**config.mk**
```make
export PLATFORM = sky130hd
export DESIGN_NAME = ofmap_writeback_flat
export DESIGN_NICKNAME = d
export VERILOG_FILES = /design/src/rtl/wb_pkg.sv /design/src/rtl/ofmap_writeback_if.sv /design/src/rtl/wb_group_fifo.sv /design/src/rtl/ofmap_writeback.sv /design/src/flat_wrapper.sv
export SDC_FILE = /design/constraint.sdc
export NUM_CORES = 1
export LEC_CHECK = 0
export CAP_MARGIN = 20
export CORE_ASPECT_RATIO = 0.75
export CORE_UTILIZATION = 53
export DETAILED_ROUTE_END_ITERATION = 8
export PLACE_DENSITY = 0.8
export SETUP_SLACK_MARGIN = 0.3
export SLEW_MARGIN = 20
export SYNTH_ARGS = -nofsm -noshare
export SYNTH_HDL_FRONTEND = slang
export SYNTH_SLANG_ARGS = --single-unit
export TNS_END_PERCENT = 5
```
**constraint.sdc**
```tcl
create_clock -name clk -period 8.92 [get_ports clk]
set_input_delay 1.338 -clock clk [delete_from_list [all_inputs] [get_ports clk]]
set_output_delay 1.338 -clock clk [all_outputs]
set_load 0.05 [all_outputs]
```
**src/rtl/wb_pkg.sv**
```systemverilog
// Shared types for the ofmap writeback path: lane/group containers and the
// sequencer state encoding.
package wb_pkg;

  localparam int DW     = 16;
  localparam int LANES  = 4;
  localparam int ADDR_W = 13;

  typedef logic signed [DW-1:0] lane_t;
  typedef lane_t [LANES-1:0] group_t;

  typedef enum logic [2:0] {
    IDLE,
    START,
    WAIT,
    WR0,
    WR1
  } wb_state_e;

endpackage

```
**src/rtl/ofmap_writeback_if.sv**
```systemverilog
// Conv-result input, batch-norm start/result and output-SRAM write bundle
// of the ofmap writeback stage.
interface ofmap_writeback_if #(
  parameter int ADDR_W = 13
);

  logic              din_valid;
  logic [31:0]       din;
  logic              conv_done;
  logic              bn_start;
  logic [63:0]       bn_input;
  logic [63:0]       bn_output;
  logic              sram_wr_en;
  logic [ADDR_W-1:0] sram_wr_addr;
  logic [31:0]       sram_wr_data;

  modport slave (
    input  din_valid, din, conv_done, bn_output,
    output bn_start, bn_input, sram_wr_en, sram_wr_addr, sram_wr_data
  );

  modport master (
    output din_valid, din, conv_done, bn_output,
    input  bn_start, bn_input, sram_wr_en, sram_wr_addr, sram_wr_data
  );

endinterface

```
**src/rtl/wb_group_fifo.sv**
```systemverilog
// Two-entry FIFO of packed lane groups; a push against a full FIFO is
// accepted when a pop happens in the same cycle, otherwise it is dropped.
module wb_group_fifo
  import wb_pkg::*;
(
  input  logic   clk,
  input  logic   rst_n,
  input  logic   clear,
  input  logic   push,
  input  group_t push_data,
  input  logic   pop,
  output group_t head,
  output logic   full,
  output logic   empty,
  output logic   drop
);

  group_t     mem [2];
  logic       wr_ptr;
  logic       rd_ptr;
  logic [1:0] count;
  logic       wr;
  logic       rd;

  assign full  = (count == 2'd2);
  assign empty = (count == 2'd0);
  assign rd    = pop & ~empty;
  assign wr    = push & (~full | rd);
  assign drop  = push & full & ~rd;
  assign head  = mem[rd_ptr];

  always_ff @(posedge clk) begin
    if (wr) mem[wr_ptr] <= push_data;
  end

  always_ff @(posedge clk or negedge rst_n) begin
    if (!rst_n) begin
      wr_ptr <= 1'b0;
      rd_ptr <= 1'b0;
      count  <= 2'd0;
    end else if (clear) begin
      wr_ptr <= 1'b0;
      rd_ptr <= 1'b0;
      count  <= 2'd0;
    end else begin
      if (wr) wr_ptr <= ~wr_ptr;
      if (rd) rd_ptr <= ~rd_ptr;
      case ({wr, rd})
        2'b10:   count <= count + 2'd1;
        2'b01:   count <= count - 2'd1;
        default: count <= count;
      endcase
    end
  end

endmodule

```
**src/rtl/ofmap_writeback.sv**
```systemverilog
// Packs the conv result stream into 4-lane groups, sequences them through BN
// and writes two 32-bit words per group. Optional ReLU: define WB_RELU_EN.
module ofmap_writeback #(
  parameter int                DW         = 16,
  parameter int                BN_LAT     = 13,
  parameter int                ADDR_W     = 13,
  parameter logic [ADDR_W-1:0] OFMAP_BASE = '0
) (
  input  logic                clk,
  input  logic                rst_n,
  input  logic                clear,
  ofmap_writeback_if.slave    bus,
  output logic                busy,
  output logic                wb_done,
  output logic                overflow
);
  import wb_pkg::*;

  localparam int CW = $clog2(BN_LAT + 1);

  wb_state_e         state;
  wb_state_e         state_n;
  logic [1:0]        lane_cnt;
  logic [1:0]        cnt_n;
  logic [4*DW-1:0]   pack;
  logic [4*DW-1:0]   pack_n;
  logic              push;
  logic [4*DW-1:0]   push_grp;
  logic              pop;
  group_t            head;
  logic              fifo_full;
  logic              fifo_empty;
  logic              fifo_drop;
  logic [CW-1:0]     wait_cnt;
  logic              wait_last;
  group_t            res_p0;
  logic [ADDR_W-1:0] addr;
  logic              done_seen;
  logic              done_cond;
  logic              bn_start;
  logic [63:0]       bn_input;
  logic              wr_en;
  logic [31:0]       wr_data;
  logic              unused_din;

  assign unused_din = ^bus.din[31:DW];

  // Right-aligns a partial group so the first sample lands in lane0.
  function automatic logic [4*DW-1:0] zero_fill(input logic [4*DW-1:0] p,
                                                input logic [1:0] k);
    case (k)
      2'd1:    zero_fill = {{(3*DW){1'b0}}, p[4*DW-1:3*DW]};
      2'd2:    zero_fill = {{(2*DW){1'b0}}, p[4*DW-1:2*DW]};
      2'd3:    zero_fill = {{DW{1'b0}}, p[4*DW-1:DW]};
      default: zero_fill = p;
    endcase
  endfunction

  function automatic group_t relu_grp(input group_t g);
    group_t r;
    r = g;
`ifdef WB_RELU_EN
    for (int i = 0; i < LANES; i++) begin
      if (g[i][DW-1]) r[i] = '0;
    end
`endif
    return r;
  endfunction

  always_comb begin
    pack_n   = pack;
    cnt_n    = lane_cnt;
    push     = 1'b0;
    push_grp = pack;
    if (bus.din_valid) begin
      pack_n = {bus.din[DW-1:0], pack[4*DW-1:DW]};
      cnt_n  = lane_cnt + 2'd1;
      if (lane_cnt == 2'd3) begin
        push     = 1'b1;
        push_grp = pack_n;
      end
    end
    // The sample of this cycle is already counted when a flush is decided.
    if (bus.conv_done && cnt_n != 2'd0) begin
      push     = 1'b1;
      push_grp = zero_fill(pack_n, cnt_n);
      cnt_n    = 2'd0;
    end
  end

  always_ff @(posedge clk) begin
    pack <= pack_n;
  end

  always_ff @(posedge clk or negedge rst_n) begin
    if (!rst_n)     lane_cnt <= 2'd0;
    else if (clear) lane_cnt <= 2'd0;
    else            lane_cnt <= cnt_n;
  end

  wb_group_fifo u_fifo (
    .clk       (clk),
    .rst_n     (rst_n),
    .clear     (clear),
    .push      (push),
    .push_data (group_t'(push_grp)),
    .pop       (pop),
    .head      (head),
    .full      (fifo_full),
    .empty     (fifo_empty),
    .drop      (fifo_drop)
  );

  // p0: BN result captured on the last wait cycle
  assign wait_last = (state == WAIT) && (wait_cnt == CW'(BN_LAT - 1));

  always_ff @(posedge clk) begin
    if (wait_last) res_p0 <= relu_grp(group_t'(bus.bn_output));
  end

  always_ff @(posedge clk or negedge rst_n) begin
    if (!rst_n)     state <= IDLE;
    else if (clear) state <= IDLE;
    else            state <= state_n;
  end

  always_comb begin
    state_n = state;
    case (state)
      IDLE:    if (!fifo_empty) state_n = START;
      START:   state_n = WAIT;
      WAIT:    if (wait_last) state_n = WR0;
      WR0:     state_n = WR1;
      WR1:     state_n = IDLE;
      default: state_n = IDLE;
    endcase
  end

  always_comb begin
    bn_start = 1'b0;
    bn_input = '0;
    pop      = 1'b0;
    wr_en    = 1'b0;
    wr_data  = '0;
    case (state)
      START: begin
        bn_start = 1'b1;
        bn_input = head;
        pop      = 1'b1;
      end
      WR0: begin
        wr_en   = 1'b1;
        wr_data = {res_p0[1], res_p0[0]};
      end
      WR1: begin
        wr_en   = 1'b1;
        wr_data = {res_p0[3], res_p0[2]};
      end
      default: ;
    endcase
  end

  assign done_cond = done_seen && (lane_cnt == 2'd0) && fifo_empty &&
                     (state == IDLE) && !push;

  always_ff @(posedge clk or negedge rst_n) begin
    if (!rst_n) begin
      wait_cnt  <= '0;
      addr      <= OFMAP_BASE;
      done_seen <= 1'b0;
      wb_done   <= 1'b0;
      overflow  <= 1'b0;
    end else if (clear) begin
      wait_cnt  <= '0;
      addr      <= OFMAP_BASE;
      done_seen <= 1'b0;
      wb_done   <= 1'b0;
      overflow  <= 1'b0;
    end else begin
      wait_cnt  <= (state == WAIT) ? wait_cnt + 1'b1 : '0;
      if (wr_en) addr <= addr + 1'b1;
      done_seen <= (done_seen & ~done_cond) | bus.conv_done;
      wb_done   <= done_cond;
      if (fifo_drop) overflow <= 1'b1;
    end
  end

  assign busy             = (lane_cnt != 2'd0) | ~fifo_empty | (state != IDLE);
  assign bus.bn_start     = bn_start;
  assign bus.bn_input     = bn_input;
  assign bus.sram_wr_en   = wr_en;
  assign bus.sram_wr_addr = addr;
  assign bus.sram_wr_data = wr_data;

endmodule

```
**src/flat_wrapper.sv**
```systemverilog
// flat-port wrapper written by rule: the top's interface ports become plain ports
module ofmap_writeback_flat import wb_pkg::*;
#(
  parameter int                DW         = 16,
  parameter int                BN_LAT     = 13,
  parameter int                ADDR_W     = 13,
  parameter logic [ADDR_W-1:0] OFMAP_BASE = '0
)
  (clk, rst_n, clear, busy, wb_done, overflow, bus_din_valid, bus_din, bus_conv_done, bus_bn_output, bus_bn_start, bus_bn_input, bus_sram_wr_en, bus_sram_wr_addr, bus_sram_wr_data);
  ofmap_writeback_if #(.ADDR_W(ADDR_W)) bus_i ();
  input  logic clk;
  input  logic rst_n;
  input  logic clear;
  output logic busy;
  output logic wb_done;
  output logic overflow;
  input wire logic [$bits(bus_i.din_valid)-1:0] bus_din_valid;
  input wire logic [$bits(bus_i.din)-1:0] bus_din;
  input wire logic [$bits(bus_i.conv_done)-1:0] bus_conv_done;
  input wire logic [$bits(bus_i.bn_output)-1:0] bus_bn_output;
  output wire logic [$bits(bus_i.bn_start)-1:0] bus_bn_start;
  output wire logic [$bits(bus_i.bn_input)-1:0] bus_bn_input;
  output wire logic [$bits(bus_i.sram_wr_en)-1:0] bus_sram_wr_en;
  output wire logic [$bits(bus_i.sram_wr_addr)-1:0] bus_sram_wr_addr;
  output wire logic [$bits(bus_i.sram_wr_data)-1:0] bus_sram_wr_data;
  assign bus_i.din_valid = bus_din_valid;
  assign bus_i.din = bus_din;
  assign bus_i.conv_done = bus_conv_done;
  assign bus_i.bn_output = bus_bn_output;
  assign bus_bn_start = bus_i.bn_start;
  assign bus_bn_input = bus_i.bn_input;
  assign bus_sram_wr_en = bus_i.sram_wr_en;
  assign bus_sram_wr_addr = bus_i.sram_wr_addr;
  assign bus_sram_wr_data = bus_i.sram_wr_data;
  ofmap_writeback #(.DW(DW), .BN_LAT(BN_LAT), .ADDR_W(ADDR_W), .OFMAP_BASE(OFMAP_BASE)) u_core (.clk(clk), .rst_n(rst_n), .clear(clear), .bus(bus_i), .busy(busy), .wb_done(wb_done), .overflow(overflow));
endmodule
```
### Where the registers sit, run 1

Scale bar: 50 microns.
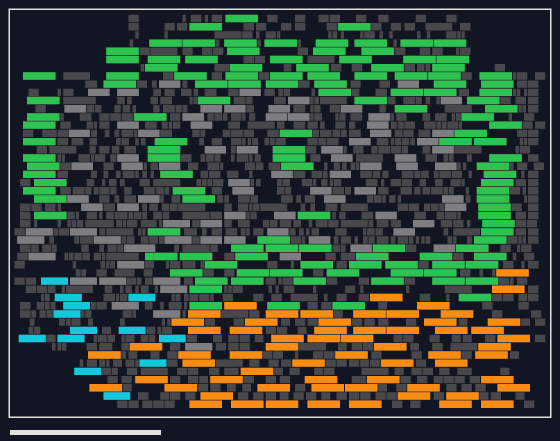
Key: u_core.res_p0 = orange [placed flops 64]; u_core.bus.sram_wr_addr = cyan [placed flops 13, where south-west]; u_core.u_fifo.mem = green [placed flops 128]
Another 80 sequential cells are not colored.
utilization after layout: 67.62%
Seq area share: 50.00%

### Zoomed window, run 1

Region (25, 81) to (65, 121) microns. Cells in gray, sequential cells in the stronger gray; small squares are vias.
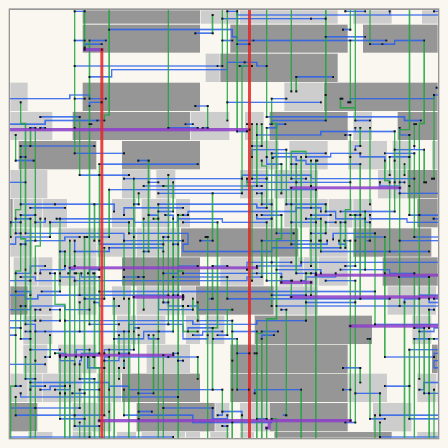
Key: met2 = green; met4 = red; met1 = blue; met3 = purple
85 logic cells have their middle in the window. Sequential cells in the window: 21. Netlist names of flops here include u_core.u_fifo.mem (11), u_core.pack (10). Most frequent: edfxtp_1 (11), dfxtp_1 (10).

==> out/metrics.csv, run 1 <==
metric;value;unit
status;completed;
fill cell count;1666;
Mapped Cells;972;
layout cell share with drive strength beyond 1;11.73;%
DR vias/cell;5.928;
largest net degree at the start of global routing;97;
Net Count, Synth;1078;
Max H-tree Level;1;
DRT Pass-1 Iters;8;
Setup crit end;bus_bn_input[49];
asr flop ratio synth;10.18;%
Max-area cell share;46.31;%
# Cells Yosys;972;
r2r endpoint;u_core.u_fifo.mem[0][52];
Seq share, synth;62.43;%
register area;7776;sq um
WL per Instance;20.55;microns
fp_density;54.12;%
vias in the first global route;8433;
total grt overflow;0;
IO Count;215;
max_cap viols;0;
row count;48;
Design Area, Final;15550;sq um
IO buf count;198;
tap cells;300;
combinational power;0.516;mW
mapped cell area;12450;sq um
WHS;0.4821;ns
CTS tree;done;
post-route setup slack;4.325;ns
Worst VDD drop;0.1388;mV
Core Box Area;23000;sq um
final tally of setup violations;0;
Final clock-cell share;5.977;%
switching part of the total power;26.01;%
top cells, area;edfxtp_1 46%, dfxtp_1 10%, mux2i_1 6.5%;
n_diodes;0;
worst reg2reg path depth;8;
logic share of the area;27.85;%
CP startpoint;u_core.state[1];
Die ar.;24110;sq um
Hold Path Class;reg -> reg;
Die H;134.7;microns
### Wiring by layer, run 1

Two of the layers only.
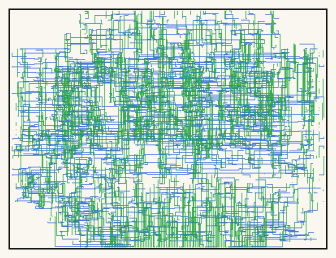
Key: met2 = green [wire length 14700 microns]; met1 = blue [wire length 12600 microns]

### Clock wiring as the flow saved it, run 1

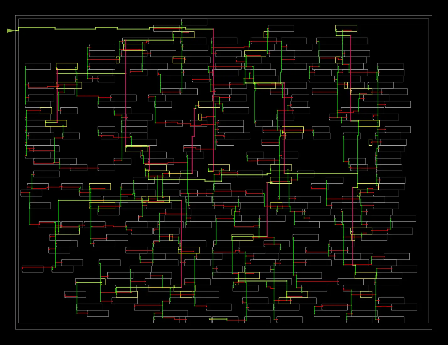
Clk. pwr: 1.18 mW
Final Skew: 0.01370 ns
CLK BUF: 45

==> run 1: cell families after synthesis <==
| logic type | after synthesis | share of synthesized area [%] |
|---|---|---|
| compound gates | 211 | 12.23 |
| xor+xnor | 11 | 0.7739 |
| fa+ha+maj | 5 | 0.5025 |
| buf+inv | 90 | 3.146 |
| flops | 285 | 62.43 |
| mux | 145 | 12.30 |
| simple gates | 225 | 8.613 |
==> run 1: metal layers <==
metal	global-route usage (%)	vias up	share of wire (%)
li1	-	4036	-
met1	34.30	4293	42
met2	40.84	275	49
met3	4.082	43	6.4
met4	6.733	2	2.1
met5	3.125	-	0.31
==> run 1: worst max-delay path, cell delays in order, from the launching register on <==
cell and delay (ns):
dfrtp_1 0.50, or3b_2 0.51, buf_4 0.36, nor2_1 0.44
clkdlybuf4s50_1 0.89
==> inputs of run 2 (changes only) <==
--- a/config.mk
+++ b/config.mk
@@ -7,9 +7,9 @@
 export LEC_CHECK = 0
 export CAP_MARGIN = 20
 export CORE_ASPECT_RATIO = 0.75
-export CORE_UTILIZATION = 53
+export CORE_UTILIZATION = 48
 export DETAILED_ROUTE_END_ITERATION = 8
-export PLACE_DENSITY = 0.8
+export PLACE_DENSITY = 0.76
 export SETUP_SLACK_MARGIN = 0.3
 export SLEW_MARGIN = 20
 export SYNTH_ARGS = -nofsm -noshare
==> constraint.sdc (replaced) <==
create_clock -name clk -period 4.2 [get_ports clk]
set_input_delay 0.63 -clock clk [delete_from_list [all_inputs] [get_ports clk]]
set_output_delay 0.63 -clock clk [all_outputs]
set_load 0.05 [all_outputs]
### I/O nets highlighted, run 2

Scale bar: 50 microns.
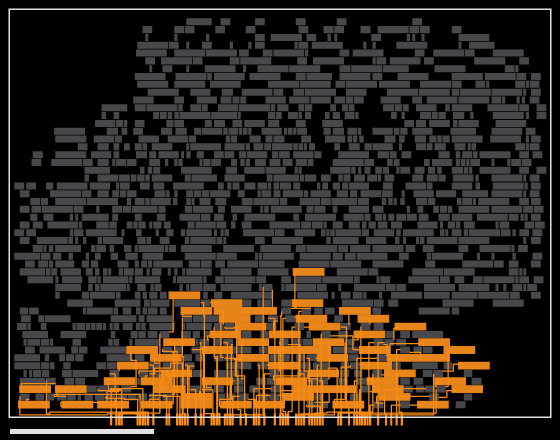
Key: bus_bn_output = orange [bits 64, direction input, end cells 64, buffers 64, wire 2180 microns]

### Where the registers sit, run 2

Scale bar: 50 microns.
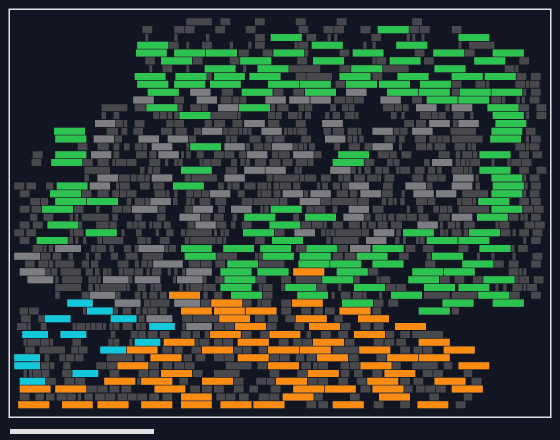
Key: u_core.u_fifo.mem = green [placed flops 128]; u_core.bus.sram_wr_addr = cyan [placed flops 13, where south-west]; u_core.res_p0 = orange [placed flops 64]
Another 80 sequential cells are not colored.

==> out/metrics.csv, run 2 <==
metric;value;unit
WL met1;13.22;mm
WL per Instance;20.61;microns
Top Family by Delay on Critical Path;buffers and inverters;
max layer used;met4;
IO Count;215;
WP buf/inv;2;
Design Area, Final;15740;sq um
fp_density;49.38;%
met2 track demand over resource;37.54;%
crit end category;primary output;
vias in the first global route;8537;
Core Box Area;25210;sq um
Vias;8765;
CP startpoint;u_core.state[1];
DR vias/cell;5.832;
Max H-tree Level;1;
critical path's slowest cell;clkdlybuf4s50_1;
worst reg2reg path depth;8;
r2r endpoint;u_core.u_fifo.mem[0][45];
Max-area cell share;46.31;%
utilization after layout;62.42;%
met2 WL;14.57;mm
max_cap viols;0;
CTS tree;done;
gr busiest metal;met2;
layout cell share with drive strength beyond 1;12.53;%
row count;50;
status;completed;
DRT Pass-1 Iters;6;
Worst VDD drop;0.3038;mV
mapped cell area;12450;sq um
Crit. path cell count;4;
Setup crit end;bus_bn_input[48];
critical-path cell list;or3b_2, buf_12, nor2_1, clkdlybuf4s50_1;
Net Count, Synth;1078;
CP max stage delay;0.82;ns
combinational power;1.12;mW
IO buf count;198;
switching part of the total power;26.25;%
met3 routed WL;2.272;mm
post-route setup slack;0.4562;ns
Die ar.;26590;sq um
Hold Path Class;in -> async;
final tally of setup violations;0;
largest net degree at the start of global routing;97;
total grt overflow;0;
GRT met1 Usage;31.61;%
top cells, area;edfxtp_1 46%, dfxtp_1 10%, mux2i_1 6.5%;
Mapped Cells;972;
## run 2: area by class of cell
type                    instances  area [sq um]
fillers                      1924          9474
flip-flops and latches        285          7776
multi-input cells             597          4329
repair buffers                220          2207
clock buffers                  35         769.5
well taps                     338         422.9
clock inverters                17         191.4
inverters                      11         41.29
## run 2: cell families after synthesis
family          count (synthesis)  synth area share [%]
fa+ha+maj                       5                0.5025
xor+xnor                       11                0.7739
flops                         285                 62.43
compound gates                211                 12.23
simple gates                  225                 8.613
mux                           145                 12.30
buf+inv                        90                 3.146
## run 2: through the flow
step	hold slack, ns	cells
final	0.4756	1503
after global routing	0.4934	1503
after CTS	0.4773	1503
after detailed placement	0.4626	1451
after global placement	0.4559	1451
after floorplan	0.3344	972
Power and IR drop assume default switching activity.
